**Layout detail**

Region (218, 218) to (243, 243) um. Cells in gray, sequential cells in the stronger gray; small squares are vias.
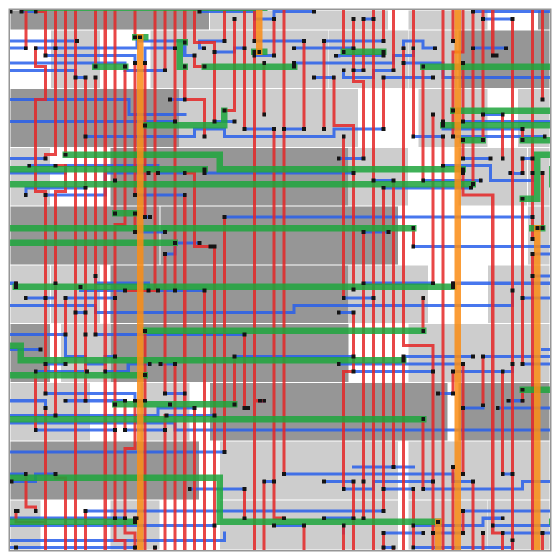
**Register map, names as in the netlist**

Drawn at 1.5 px/um. Other sequential cells in the stronger gray, the rest of the logic in the fainter gray.
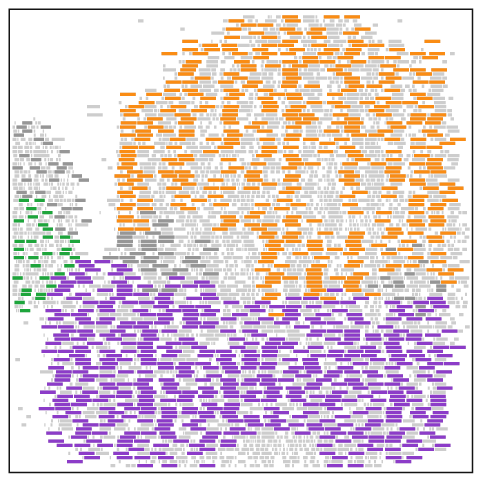
**Track usage over the die**

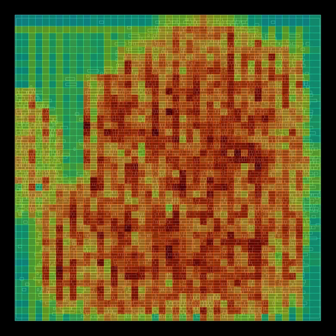
<file path="config.mk">
export PLATFORM = sky130hd
export DESIGN_NAME = btb_predictor
export DESIGN_NICKNAME = d
export VERILOG_FILES = /design/src/rtl/btb_predictor.sv
export SDC_FILE = /design/constraint.sdc
export NUM_CORES = 2
export LEC_CHECK = 0
export ABC_AREA = 0
export CAP_MARGIN = 30
export CORE_UTILIZATION = 56
export DETAILED_ROUTE_END_ITERATION = 16
export PLACE_DENSITY = 0.77
export SLEW_MARGIN = 10
export SYNTH_ARGS = -nofsm -noshare
export SYNTH_HDL_FRONTEND = slang
export SYNTH_SLANG_ARGS = --single-unit
</file>
<file path="constraint.sdc">
create_clock -name clk -period 5.83 [get_ports clk]
set_input_delay 1.166 -clock clk [delete_from_list [all_inputs] [get_ports clk]]
set_output_delay 1.166 -clock clk [all_outputs]
set_load 0.005 [all_outputs]
</file>
<file path="src/rtl/btb_predictor.sv">
// Direct-mapped branch target buffer with 2-bit saturating direction counters.
// IF-stage lookup is combinational from registered state; EX-stage updates and counters commit on clk.
module btb_predictor #(
    parameter int XLEN    = 32,
    parameter int ENTRIES = 16,
    parameter int CNT_W   = 32
) (
    input  logic             clk,
    input  logic             rst,
    input  logic [XLEN-1:0]  lookup_pc,
    output logic             hit,
    output logic             predict_taken,
    output logic [XLEN-1:0]  predict_target,
    input  logic             upd_en,
    input  logic [XLEN-1:0]  upd_pc,
    input  logic             upd_taken,
    input  logic             upd_is_jump,
    input  logic [XLEN-1:0]  upd_target,
    input  logic             upd_mispredict,
    input  logic             flush_all,
    output logic [CNT_W-1:0] cnt_updates,
    output logic [CNT_W-1:0] cnt_mispredicts
);

    localparam int IDX_W = $clog2(ENTRIES);
    localparam int TAG_W = XLEN - IDX_W - 2;

    typedef enum logic [1:0] {
        STRONG_NT = 2'b00,
        WEAK_NT   = 2'b01,
        STRONG_T  = 2'b10,
        WEAK_T    = 2'b11
    } ctrState_e;

    logic [ENTRIES-1:0] valid_q;
    logic [TAG_W-1:0]   tag_q    [ENTRIES];
    logic [XLEN-1:0]    target_q [ENTRIES];
    ctrState_e          state_q  [ENTRIES];
    logic [CNT_W-1:0]   cntUpdates_q;
    logic [CNT_W-1:0]   cntMispredicts_q;

    logic [IDX_W-1:0] lookupIdx;
    logic [TAG_W-1:0] lookupTag;
    logic [IDX_W-1:0] updIdx;
    logic [TAG_W-1:0] updTag;
    logic             updHit;
    logic             updWrite;
    ctrState_e        updState_d;
    logic [XLEN-1:0]  updTarget_d;
    logic [CNT_W-1:0] cntUpdates_d;
    logic [CNT_W-1:0] cntMispredicts_d;
    logic             unusedPcBits;

    assign lookupIdx = lookup_pc[IDX_W+1:2];
    assign lookupTag = lookup_pc[XLEN-1:IDX_W+2];
    assign updIdx    = upd_pc[IDX_W+1:2];
    assign updTag    = upd_pc[XLEN-1:IDX_W+2];
    assign unusedPcBits = ^upd_pc[1:0];

    // No write bypass: a same-cycle update is only visible from the next cycle.
    assign hit            = valid_q[lookupIdx] && (tag_q[lookupIdx] == lookupTag);
    assign predict_taken  = hit && state_q[lookupIdx][1];
    assign predict_target = predict_taken ? target_q[lookupIdx] : (lookup_pc + XLEN'(4));

    assign updHit = valid_q[updIdx] && (tag_q[updIdx] == updTag);

    always_comb begin
        updWrite    = 1'b0;
        updState_d  = state_q[updIdx];
        updTarget_d = target_q[updIdx];
        if (upd_en) begin
            if (updHit) begin
                updWrite = 1'b1;
                if (upd_is_jump) begin
                    updState_d = STRONG_T;
                end else if (upd_taken) begin
                    unique case (state_q[updIdx])
                        STRONG_NT: updState_d = WEAK_NT;
                        WEAK_NT:   updState_d = WEAK_T;
                        WEAK_T:    updState_d = STRONG_T;
                        STRONG_T:  updState_d = STRONG_T;
                    endcase
                end else begin
                    unique case (state_q[updIdx])
                        STRONG_T:  updState_d = WEAK_T;
                        WEAK_T:    updState_d = WEAK_NT;
                        WEAK_NT:   updState_d = STRONG_NT;
                        STRONG_NT: updState_d = STRONG_NT;
                    endcase
                end
                if (upd_taken || upd_is_jump) begin
                    updTarget_d = upd_target;
                end
            end else if (upd_is_jump) begin
                updWrite    = 1'b1;
                updState_d  = STRONG_T;
                updTarget_d = upd_target;
            end else if (upd_taken) begin
                updWrite    = 1'b1;
                updState_d  = WEAK_T;
                updTarget_d = upd_target;
            end
        end
    end

    // Performance counters saturate at all-ones instead of wrapping.
    always_comb begin
        cntUpdates_d     = cntUpdates_q;
        cntMispredicts_d = cntMispredicts_q;
        if (upd_en && !(&cntUpdates_q)) begin
            cntUpdates_d = cntUpdates_q + CNT_W'(1);
        end
        if (upd_en && upd_mispredict && !(&cntMispredicts_q)) begin
            cntMispredicts_d = cntMispredicts_q + CNT_W'(1);
        end
    end

    always_ff @(posedge clk) begin
        if (rst) begin
            valid_q          <= '0;
            cntUpdates_q     <= '0;
            cntMispredicts_q <= '0;
            for (int i = 0; i < ENTRIES; i++) begin
                tag_q[i]    <= '0;
                target_q[i] <= '0;
                state_q[i]  <= STRONG_NT;
            end
        end else begin
            // Flush wins over a same-cycle table write; counters still advance.
            if (flush_all) begin
                valid_q <= '0;
            end else if (updWrite) begin
                valid_q[updIdx]  <= 1'b1;
                tag_q[updIdx]    <= updTag;
                target_q[updIdx] <= updTarget_d;
                state_q[updIdx]  <= updState_d;
            end
            cntUpdates_q     <= cntUpdates_d;
            cntMispredicts_q <= cntMispredicts_d;
        end
    end

    assign cnt_updates     = cntUpdates_q;
    assign cnt_mispredicts = cntMispredicts_q;

endmodule

</file>
==> results.toml <==
# synthesis and place-and-route metrics
[min_path]
hold_class = "reg2reg"
whs_path_depth = 2

[setup_path]
crit_cells = 17
r2r.worst_path.cells = 11
crit_type = "in2out"
rrSetupSlack_ns = 1.13
arrival_ns = 4.79

[power_and_ir_drop]
p_seq_mw = 8.66
pg_comb_mw = 2.16

[final_timing]
fin_ws_ns = -0.1267
hold_violations = 0
max_freq_mhz = 167.9
setup_viol = 21
worstMarginPinSlew_ns = 0.9463

[layout]
combGateArea_sq_um = 20640
fillers = 6301
syn2layout_area_growth_pct = 17.10
n_all_inverters = 27
final-instance-count-excl-fill = 5290
regMostFlops = "target_q"
register_area_sq_um = 30430

[yosys]
avgSynthCellArea_sq_um = 13.96
ys_async_sr_fraction = 0
top_cells_by_area = "edfxtp_1, mux4_2, nor3_1, and3_1, dfxtp_1"

[drt]
post_drt_wl_per_cell_um = 32.37
dr.pass1.iters = 7

[job]
warnings = 44

[outcome]
violations = "setup timing"
status = "finished, violations left"

[cts]
clockRootBuffer = "clkbuf_16"

[grt]
grtUsageMet3 = 0.1104

[floorplan]
die_h_um = 307.9
top_level_ports = 201
Notes on 'layout detail' above:
| color | layer |
|---|---|
| orange | metal 4 |
| green | metal 3 |
| red | metal 2 |
| blue | metal 1 |
sequential cells in the window: 8
most frequent: and3_1 (9), edfxtp_1 (8), mux4_2 (6)
netlist names of flops here include: tag_q (8)
cells with their middle in the window: 34

Notes on 'register map, names as in the netlist' above:
| color | netlist name | placed flops |
|---|---|---|
| purple | target_q | 512 |
| green | cnt_mispredicts | 32 |
| orange | tag_q | 416 |
not colored: 80

Notes on 'track usage over the die' above:
met2 usage: 0.5501
GRT busiest layer: met2
met1 Use GR: 0.4588
GRT Util Overall: 0.3628

==> layout by cell type, fill, tap and decap left out, types with 10 or more instances in the layout <==
master / n
edfxtp_1: 960
nor3_1: 467
mux4_2: 361
and3_1: 315
buf_4: 234
nor2_1: 186
clkdlybuf4s50_1: 156
mux2i_1: 132
nor4_1: 116
clkbuf_16: 115
nand2_1: 109
xnor2_1: 89
dfxtp_1: 80
buf_12: 53
xor2_1: 47
nand3_1: 39
a21oi_1: 38
o21ai_0: 33
clkbuf_2: 33
clkinv_2: 31
mux2_4: 29
nand4_1: 27
nor2b_1: 22
clkinv_1: 21
inv_1: 20
nor4b_1: 20
or3_1: 18
o21ai_4: 17
mux2_2: 16
a22oi_1: 16
clkbuf_1: 16
and4_1: 13
nand2_2: 11
o31ai_4: 11
a211oi_1: 10
